### Placement density heat map

22 x 22 tiles, from white (low) to dark blue (high), 0 to 100% covered.
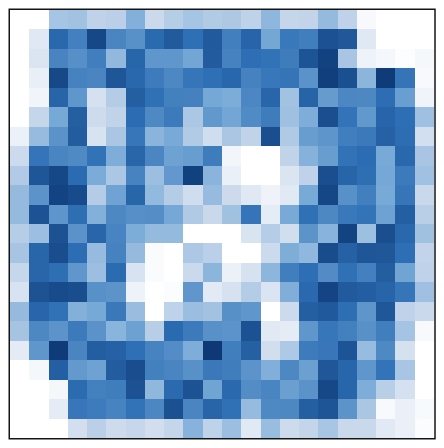
### Cell outlines without signal wires

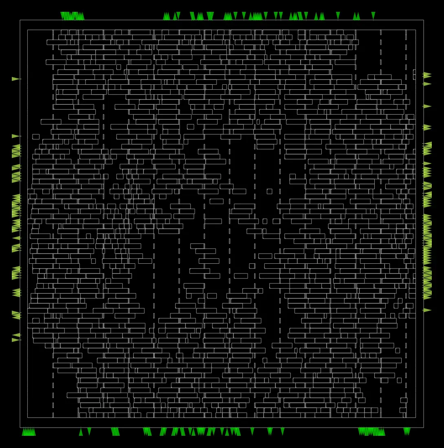
### Met1 routing

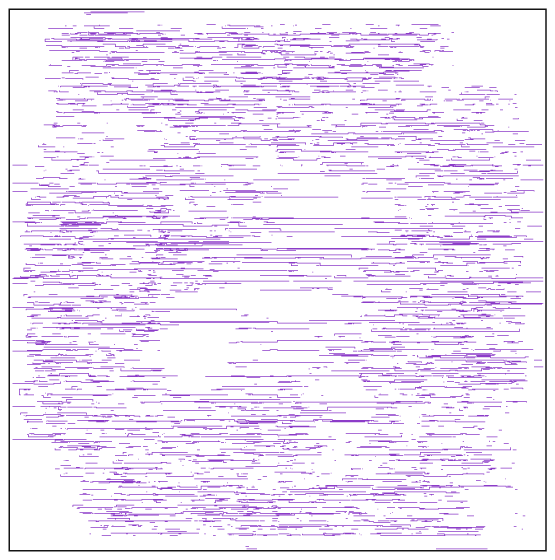
### Where the registers sit

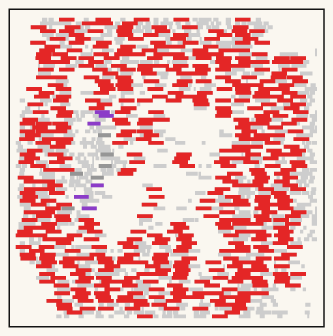
### Met2 routing

Cells faint in the background.
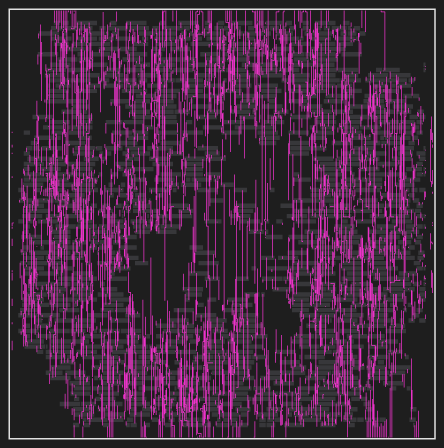
--- config.mk ---
export PLATFORM = sky130hd
export DESIGN_NAME = floo_axis_rx_demux
export DESIGN_NICKNAME = d
export VERILOG_FILES = /design/src/rtl/noc_bridge_narrow_wide_pkg.sv /design/src/rtl/floo_axis_rx_chan.sv /design/src/rtl/floo_axis_rx_demux.sv
export SDC_FILE = /design/constraint.sdc
export NUM_CORES = 1
export LEC_CHECK = 0
export CAP_MARGIN = 0
export CORE_AREA = 4 4 217 219
export CTS_CLUSTER_SIZE = 20
export DETAILED_ROUTE_END_ITERATION = 8
export DIE_AREA = 0 0 221 223
export PLACE_DENSITY = 0.69
export SYNTH_ARGS = -nofsm -noshare
export SYNTH_HDL_FRONTEND = slang
export SYNTH_SLANG_ARGS = --single-unit
--- constraint.sdc ---
create_clock -name clk_i -period 3.95 [get_ports clk_i]
set_input_delay 0.79 -clock clk_i [delete_from_list [all_inputs] [get_ports clk_i]]
set_output_delay 0.79 -clock clk_i [all_outputs]
set_load 0.005 [all_outputs]
--- src/rtl/noc_bridge_narrow_wide_pkg.sv ---
// Shared types for the narrow/wide NoC bridge receive path.
//   channel_hdr_e   : channel index carried in the AXIS beat header
//   HdrW            : width of channel_hdr_e
//   AxisDataW       : default AXIS tdata width (header + 64-bit flit + spare)
//   axis_in_req_t   : default AXIS request (tvalid + t.data)
//   axis_in_rsp_t   : default AXIS response (tready)
package noc_bridge_narrow_wide_pkg;

  localparam int unsigned HdrW      = 1;
  localparam int unsigned AxisDataW = 72;

  typedef enum logic [HdrW-1:0] {
    request  = 1'b0,
    response = 1'b1
  } channel_hdr_e;

  typedef struct packed {
    logic [AxisDataW-1:0] data;
  } axis_t_t;

  typedef struct packed {
    logic    tvalid;
    axis_t_t t;
  } axis_in_req_t;

  typedef struct packed {
    logic tready;
  } axis_in_rsp_t;

endpackage

--- src/rtl/floo_axis_rx_chan.sv ---
// One receive channel: a Depth-entry FIFO (registered output, no fall-through,
// no full pass-through) plus an optional credit-return register.
// Optional feature macro: FLOO_AXIS_RX_CREDIT_EN (registered credit pulse).
// Ports:
//   clk_i, rst_ni : clock, async active-low reset
//   push_i/data_i : write strobe (caller guarantees !full_o) and flit data
//   full_o        : FIFO full
//   valid_o/ready_i/data_o : flit output handshake, data zero while empty
//   credit_o      : one-cycle pulse the cycle after each pop
module floo_axis_rx_chan #(
  parameter int unsigned DataW = 64,
  parameter int unsigned Depth = 4
) (
  input  logic             clk_i,
  input  logic             rst_ni,
  input  logic             push_i,
  input  logic [DataW-1:0] data_i,
  output logic             full_o,
  output logic             valid_o,
  input  logic             ready_i,
  output logic [DataW-1:0] data_o,
  output logic             credit_o
);

  localparam int unsigned PtrW = $clog2(Depth);

  logic [DataW-1:0] r_mem [Depth];
  // Extra MSB distinguishes full from empty when the index bits match.
  logic [PtrW:0]    r_wptr;
  logic [PtrW:0]    r_rptr;
  logic             w_empty;
  logic             w_pop;

  assign w_empty = (r_wptr == r_rptr);
  assign full_o  = (r_wptr[PtrW] != r_rptr[PtrW]) &&
                   (r_wptr[PtrW-1:0] == r_rptr[PtrW-1:0]);
  assign valid_o = !w_empty;
  assign w_pop   = valid_o & ready_i;
  // Storage is not reset; gating keeps the output at zero while empty.
  assign data_o  = w_empty ? '0 : r_mem[r_rptr[PtrW-1:0]];

  always_ff @(posedge clk_i or negedge rst_ni) begin
    if (!rst_ni) begin
      r_wptr <= '0;
      r_rptr <= '0;
    end else begin
      if (push_i) r_wptr <= r_wptr + {{PtrW{1'b0}}, 1'b1};
      if (w_pop)  r_rptr <= r_rptr + {{PtrW{1'b0}}, 1'b1};
    end
  end

  always_ff @(posedge clk_i) begin
    if (push_i) r_mem[r_wptr[PtrW-1:0]] <= data_i;
  end

`ifdef FLOO_AXIS_RX_CREDIT_EN
  logic r_credit;

  always_ff @(posedge clk_i or negedge rst_ni) begin
    if (!rst_ni) r_credit <= 1'b0;
    else         r_credit <= w_pop;
  end

  assign credit_o = r_credit;
`else
  assign credit_o = 1'b0;
`endif

endmodule

--- src/rtl/floo_axis_rx_demux.sv ---
// Receive-side demux: steers tagged AXIS beats {channel header, flit data}
// into per-channel FIFOs so a stalled NoC channel does not block others.
// Optional feature macro: FLOO_AXIS_RX_CREDIT_EN (per-pop credit pulses).
// Ports:
//   clk_i, rst_ni   : clock, async active-low reset
//   axis_in_req_i   : incoming beat (tvalid, t.data)
//   axis_in_rsp_o   : tready (header + FIFO full only, never flit_ready_i)
//   flit_valid_o/flit_ready_i/flit_data_o : per-channel flit outputs
//   credit_o        : per-channel credit-return pulse
//   hdr_err_o       : sticky illegal-header flag
//   hdr_err_cnt_o   : saturating count of dropped beats
module floo_axis_rx_demux
  import noc_bridge_narrow_wide_pkg::*;
#(
  parameter int unsigned NumChan   = 2,
  parameter int unsigned FlitDataW = 64,
  parameter int unsigned FifoDepth = 4,
  parameter int unsigned ErrCntW   = 8,
  parameter type axis_req_t = noc_bridge_narrow_wide_pkg::axis_in_req_t,
  parameter type axis_rsp_t = noc_bridge_narrow_wide_pkg::axis_in_rsp_t
) (
  input  logic                              clk_i,
  input  logic                              rst_ni,
  input  axis_req_t                         axis_in_req_i,
  output axis_rsp_t                         axis_in_rsp_o,
  output logic [NumChan-1:0]                flit_valid_o,
  input  logic [NumChan-1:0]                flit_ready_i,
  output logic [NumChan-1:0][FlitDataW-1:0] flit_data_o,
  output logic [NumChan-1:0]                credit_o,
  output logic                              hdr_err_o,
  output logic [ErrCntW-1:0]                hdr_err_cnt_o
);

  localparam int unsigned IdxW = $clog2(NumChan);

  logic [IdxW-1:0]    w_hdr;
  logic               w_hdr_legal;
  logic               w_tready;
  logic               w_drop;
  logic [NumChan-1:0] w_full;
  logic [NumChan-1:0] w_push;
  logic               r_hdr_err;
  logic [ErrCntW-1:0] r_err_cnt;
  logic               w_unused;

  // Upper tdata bits and the other AXIS sideband fields are don't-care.
  assign w_unused    = ^axis_in_req_i;

  assign w_hdr       = axis_in_req_i.t.data[IdxW+FlitDataW-1 -: IdxW];
  assign w_hdr_legal = ({{(32-IdxW){1'b0}}, w_hdr} < NumChan);

  always_comb begin
    w_tready = 1'b1;
    w_push   = '0;
    if (w_hdr_legal) begin
      w_tready       = !w_full[w_hdr];
      w_push[w_hdr]  = axis_in_req_i.tvalid & w_tready;
    end
  end

  always_comb begin
    axis_in_rsp_o        = '0;
    axis_in_rsp_o.tready = w_tready;
  end

  assign w_drop = axis_in_req_i.tvalid & !w_hdr_legal;

  always_ff @(posedge clk_i or negedge rst_ni) begin
    if (!rst_ni) begin
      r_hdr_err <= 1'b0;
      r_err_cnt <= '0;
    end else if (w_drop) begin
      r_hdr_err <= 1'b1;
      if (r_err_cnt != '1) r_err_cnt <= r_err_cnt + {{(ErrCntW-1){1'b0}}, 1'b1};
    end
  end

  assign hdr_err_o     = r_hdr_err;
  assign hdr_err_cnt_o = r_err_cnt;

  for (genvar c = 0; c < NumChan; c++) begin : g_chan
    floo_axis_rx_chan #(
      .DataW (FlitDataW),
      .Depth (FifoDepth)
    ) i_chan (
      .clk_i    (clk_i),
      .rst_ni   (rst_ni),
      .push_i   (w_push[c]),
      .data_i   (axis_in_req_i.t.data[FlitDataW-1:0]),
      .full_o   (w_full[c]),
      .valid_o  (flit_valid_o[c]),
      .ready_i  (flit_ready_i[c]),
      .data_o   (flit_data_o[c]),
      .credit_o (credit_o[c])
    );
  end

endmodule

==> results.json <==
{
  "numSynthFlops": 524,
  "yosysWarnings": 0,
  "drt_pass1_iterations": 5,
  "dieWidth_um": 221,
  "n_all_inverters": 7,
  "finalSetupViolCount": 0,
  "reg2reg_from": "g_chan[1].i_chan.r_rptr[1]",
  "vias_per_cell": 5.313,
  "slew_headroom_pct": 51.63,
  "design_area_mm2": 0.02506,
  "ys_chip_area_mm2": 0.02067,
  "reg2reg_depth": 5,
  "finalMaxSlewViolations": 0,
  "comb_share_pct": 18.33,
  "status": "finished, final reports clean",
  "ys_seq_share_pct": 75.82,
  "synth.distinct_cells": 36,
  "fill_cells": 3420,
  "cts_buffer_depth": 3,
  "flop-count": 524,
  "cts_resized": 0,
  "critical_path_class": "reg2out",
  "crit_cells": 5,
  "synth_area_leader_cell": "edfxtp_1",
  "cts.clk_slew.worst_paths_ns": 0.06,
  "hp-start": "g_chan[1].i_chan.r_wptr[2]",
  "syn_avg_cell_area_um2": 22.89,
  "clock.latency.late_pin_ns": 0.59,
  "leakage_nw": 8.202,
  "critPathRequiredTime_ns": 3.16,
  "cts_tree": "built",
  "instances_no_fill": 1782,
  "drtIter0Drc": 640,
  "synth-edff-count": 512,
  "grt_pass1_vias": 10203,
  "buffers": 229,
  "irDropWorstVdd_mv": 0.4445,
  "tool_warnings": 39,
  "endpoint": "flit_data_o[44]",
  "crit_family": "buffers and inverters",
  "syn_area_mm2": 0.02067,
  "place_hpwl_mm": 24.77,
  "cts_sinks": 524,
  "cp-startpoint": "g_chan[0].i_chan.r_rptr[0]",
  "ys_cells": 903,
  "cp_max_fo": 65,
  "worstSetupEndpointType": "primary output",
  "mi_logic_area_mm2": 0.004594,
  "layout.nets": 1227,
  "rrSetupSlack_ns": 0.99,
  "finalPower_w": 0.01991,
  "period_used_pct": 96.41,
  "cts_max_level": 2,
  "worstHoldPathType": "reg2reg",
  "setup-tns-final_ns": 0,
  "antenna_found_initial": 2,
  "pin_count": 219,
  "gp_congestion": 0.7065,
  "max_cap_viol_count": 0,
  "place_area_mm2": 0.02344,
  "cts_root_buf": "clkbuf_16",
  "grt_overflow": 0,
  "cts_buffers": 52,
  "dp.cells": 1686,
  "clock_area_share_pct": 6.451,
  "placement.io_buffers": 200,
  "drive_gt1_share_pct": 24.62,
  "synth_cells": 903,
  "r2r-end": "g_chan[1].i_chan.r_mem[2][45]",
  "clkbuf_count": 64,
  "grt_max_degree": 66,
  "dominant_cells": "sequential cells",
  "post-synth-top-area-fraction_pct": 74.37,
  "cpPeakStageDelay_ns": 0.75,
  "flop_cell": "edfxtp_1",
  "wl_per_cell_um": 24.25,
  "cp-start-kind": "flip-flop",
  "powerDensity_mw_per_mm2": 794.5,
  "critPathArrivalTime_ns": 3.02,
  "worst_pin_slew_ns": 0.7256,
  "grt_first_pass_wirelength_mm": 65.40,
  "path_buffers": 2,
  "cp_cell_sequence": "xor2_2 > nor3_2 > buf_12 > nor2b_1 > clkdlybuf4s50_1",
  "hold_slack_ns": 0.5348,
  "async_flop_share_pct": 2.290,
  "logic_gate_count": 326,
  "hold_viol": 0,
  "layout_min_cycle_time_ns": 3.808,
  "nonClkBufAreaFrac_pct": 9.506,
  "top_cells_by_area": "edfxtp_1 (74%), mux4_2 (14%), nor2b_1 (2.7%)",
  "diodes": 0,
  "worst_path_max_delay_cell": "dfrtp_4",
  "postRouteAntennaNets": 0,
  "rsz0062_at_grt": "false",
  "cts-hold-fix-buffers": 0,
  "gr-usage-all-layers_pct": 17.60,
  "fmax_mhz": 262.6,
  "fin_skew_ns": 0.02080,
  "cts_setup_buffers": 0,
  "area_growth_pct": 21.22,
  "fp.dieH_um": 223,
  "drc": 0,
  "chip_area_mm2": 0.04928
}
About 'Placement density heat map':
mean over tiles: 49%
nearly empty tiles: 8.5%
fullest tile: 96%
tiles over 75% full: 21%
emptiest ninth of the die: centre
Finished Core Util: 55.58%
core area: 0.04509 mm^2
floorplan utilization: 45.85%

About 'Cell outlines without signal wires':
Tapcells: 600
flop share of the area: 62.61%
# rows: 78

About 'Met1 routing':
wire length on this layer: 18800 um
nets with wire on the layer: 1119
share of all routed wire: 44%
main direction: horizontal
met1 Usage GRT: 24.67%
final WL: 43.22 mm
DR vias: 9467

About 'Where the registers sit':
[purple] `g_chan.i_chan.r_rptr` | placed flops: 6 | where: middle left
[red] `g_chan.i_chan.r_mem` | placed flops: 512 | where: widely spread
not coloured: 6
P_seq: 0.00724 W
Register Area: 0.01569 mm^2

About 'Met2 routing':
wire length on this layer: 21.3 mm
longest straight run: 94.2 um
share of all routed wire: 49%
main direction: vertical
met2 usage in global routing: 28.84%

## logic make-up after synthesis
family | Yosys count | share of synthesized area [%]
DFF | 524 | 75.82
and+or+nand+nor | 147 | 5.852
muxes | 133 | 14.21
buffers and inverters | 63 | 2.336
xor gates and xnor gates | 15 | 0.7444
adders and majority gates | 10 | 0.6052
AOI/OAI and AO/OA | 10 | 0.4116
other | 1 | 0.01814
## placed cells by master, fill, tap and decap left out, types with 2 or more instances in the layout
| cell | n |
|---|---|
| dfrtp_1 | 8 |
| buf_4 | 16 |
| mux2_2 | 3 |
| and3_1 | 2 |
| dfrtp_4 | 4 |
| o31ai_1 | 3 |
| conb_1 | 11 |
| bufinv_16 | 3 |
| buf_12 | 13 |
| xor2_1 | 4 |
| edfxtp_1 | 512 |
| xor2_2 | 2 |
| clkinv_4 | 3 |
| and2_4 | 6 |
| clkinv_2 | 8 |
| mux4_2 | 128 |
| clkinvlp_4 | 4 |
| inv_1 | 7 |
| nor2b_1 | 88 |
| o311ai_0 | 2 |
| nor2b_4 | 40 |
| nand2_1 | 3 |
| inv_6 | 2 |
| clkbuf_16 | 53 |
| clkbuf_1 | 11 |
| clkinv_1 | 12 |
| nor2_4 | 2 |
| xnor2_1 | 8 |
| ha_1 | 10 |
| clkdlybuf4s50_1 | 200 |
## worst register-to-register path, delay by kind of cell, from the launching register on
family,cells,cell delay (ns)
buffers and inverters,2,0.84
flip-flops,1,0.68
AND/OR/NAND/NOR,1,0.57
AND-OR/OR-AND,1,0.35
XOR/XNOR,1,0.20
## where the power goes
part / total (W) / internal [W] / switching, W
sequential: 0.00724 / 0.00687 / 0.000375
combinational: 0.00800 / 0.00453 / 0.00348
clock: 0.00466 / 0.00266 / 0.00200
total: 0.0199 / 0.0141 / 0.00586
## metrics by stage
step	setup WS, ns	util (%)
4_1_cts	0.09172	55.58
3_3_place_gp	0.7590	52.00
6_report	0.1418	55.58
5_1_grt	0.01121	55.58
2_1_floorplan	0.8609	-
3_5_place_dp	0.7470	52.00
## cell usage after synthesis, types with 2 or more instances
cell	number
nor2b_1	88
xnor2_1	8
mux2_2	3
buf_6	11
edfxtp_1	512
ha_1	10
xor2_1	4
and2_1	6
inv_1	7
nor3_1	2
xor2_2	2
buf_4	15
clkbuf_1	4
nor2_1	2
dfrtp_1	12
nand2_1	3
and3_1	2
buf_2	21
mux4_2	128
nor2b_4	40
buf_12	5
o31ai_1	3
o311ai_0	2
## metal layers
layer	track usage [%]	wire length [um]
met1	24.67	18830
met2	28.84	21280
met3	3.724	2473
met4	4.168	600
met5	0	34
## worst min-delay path by stage
stage / slack [ns] / endpoint / cells past startpoint
global placement: 0.50 / g_chan[1].i_chan.r_rptr[2] / 1
finish: 0.53 / g_chan[1].i_chan.r_wptr[2] / 2
CTS: 0.54 / g_chan[1].i_chan.r_rptr[2] / 1
floorplan: 0.48 / g_chan[1].i_chan.r_rptr[2] / 1
global route: 0.54 / g_chan[1].i_chan.r_rptr[2] / 1
detailed placement: 0.52 / g_chan[1].i_chan.r_wptr[2] / 2
## state kept, by name (all words and copies together) (netlist names)
register              flops
g_chan.i_chan.r_mem     512
g_chan.i_chan.r_rptr      6
g_chan.i_chan.r_wptr      6
Power is estimated from default activity; no workload was simulated.
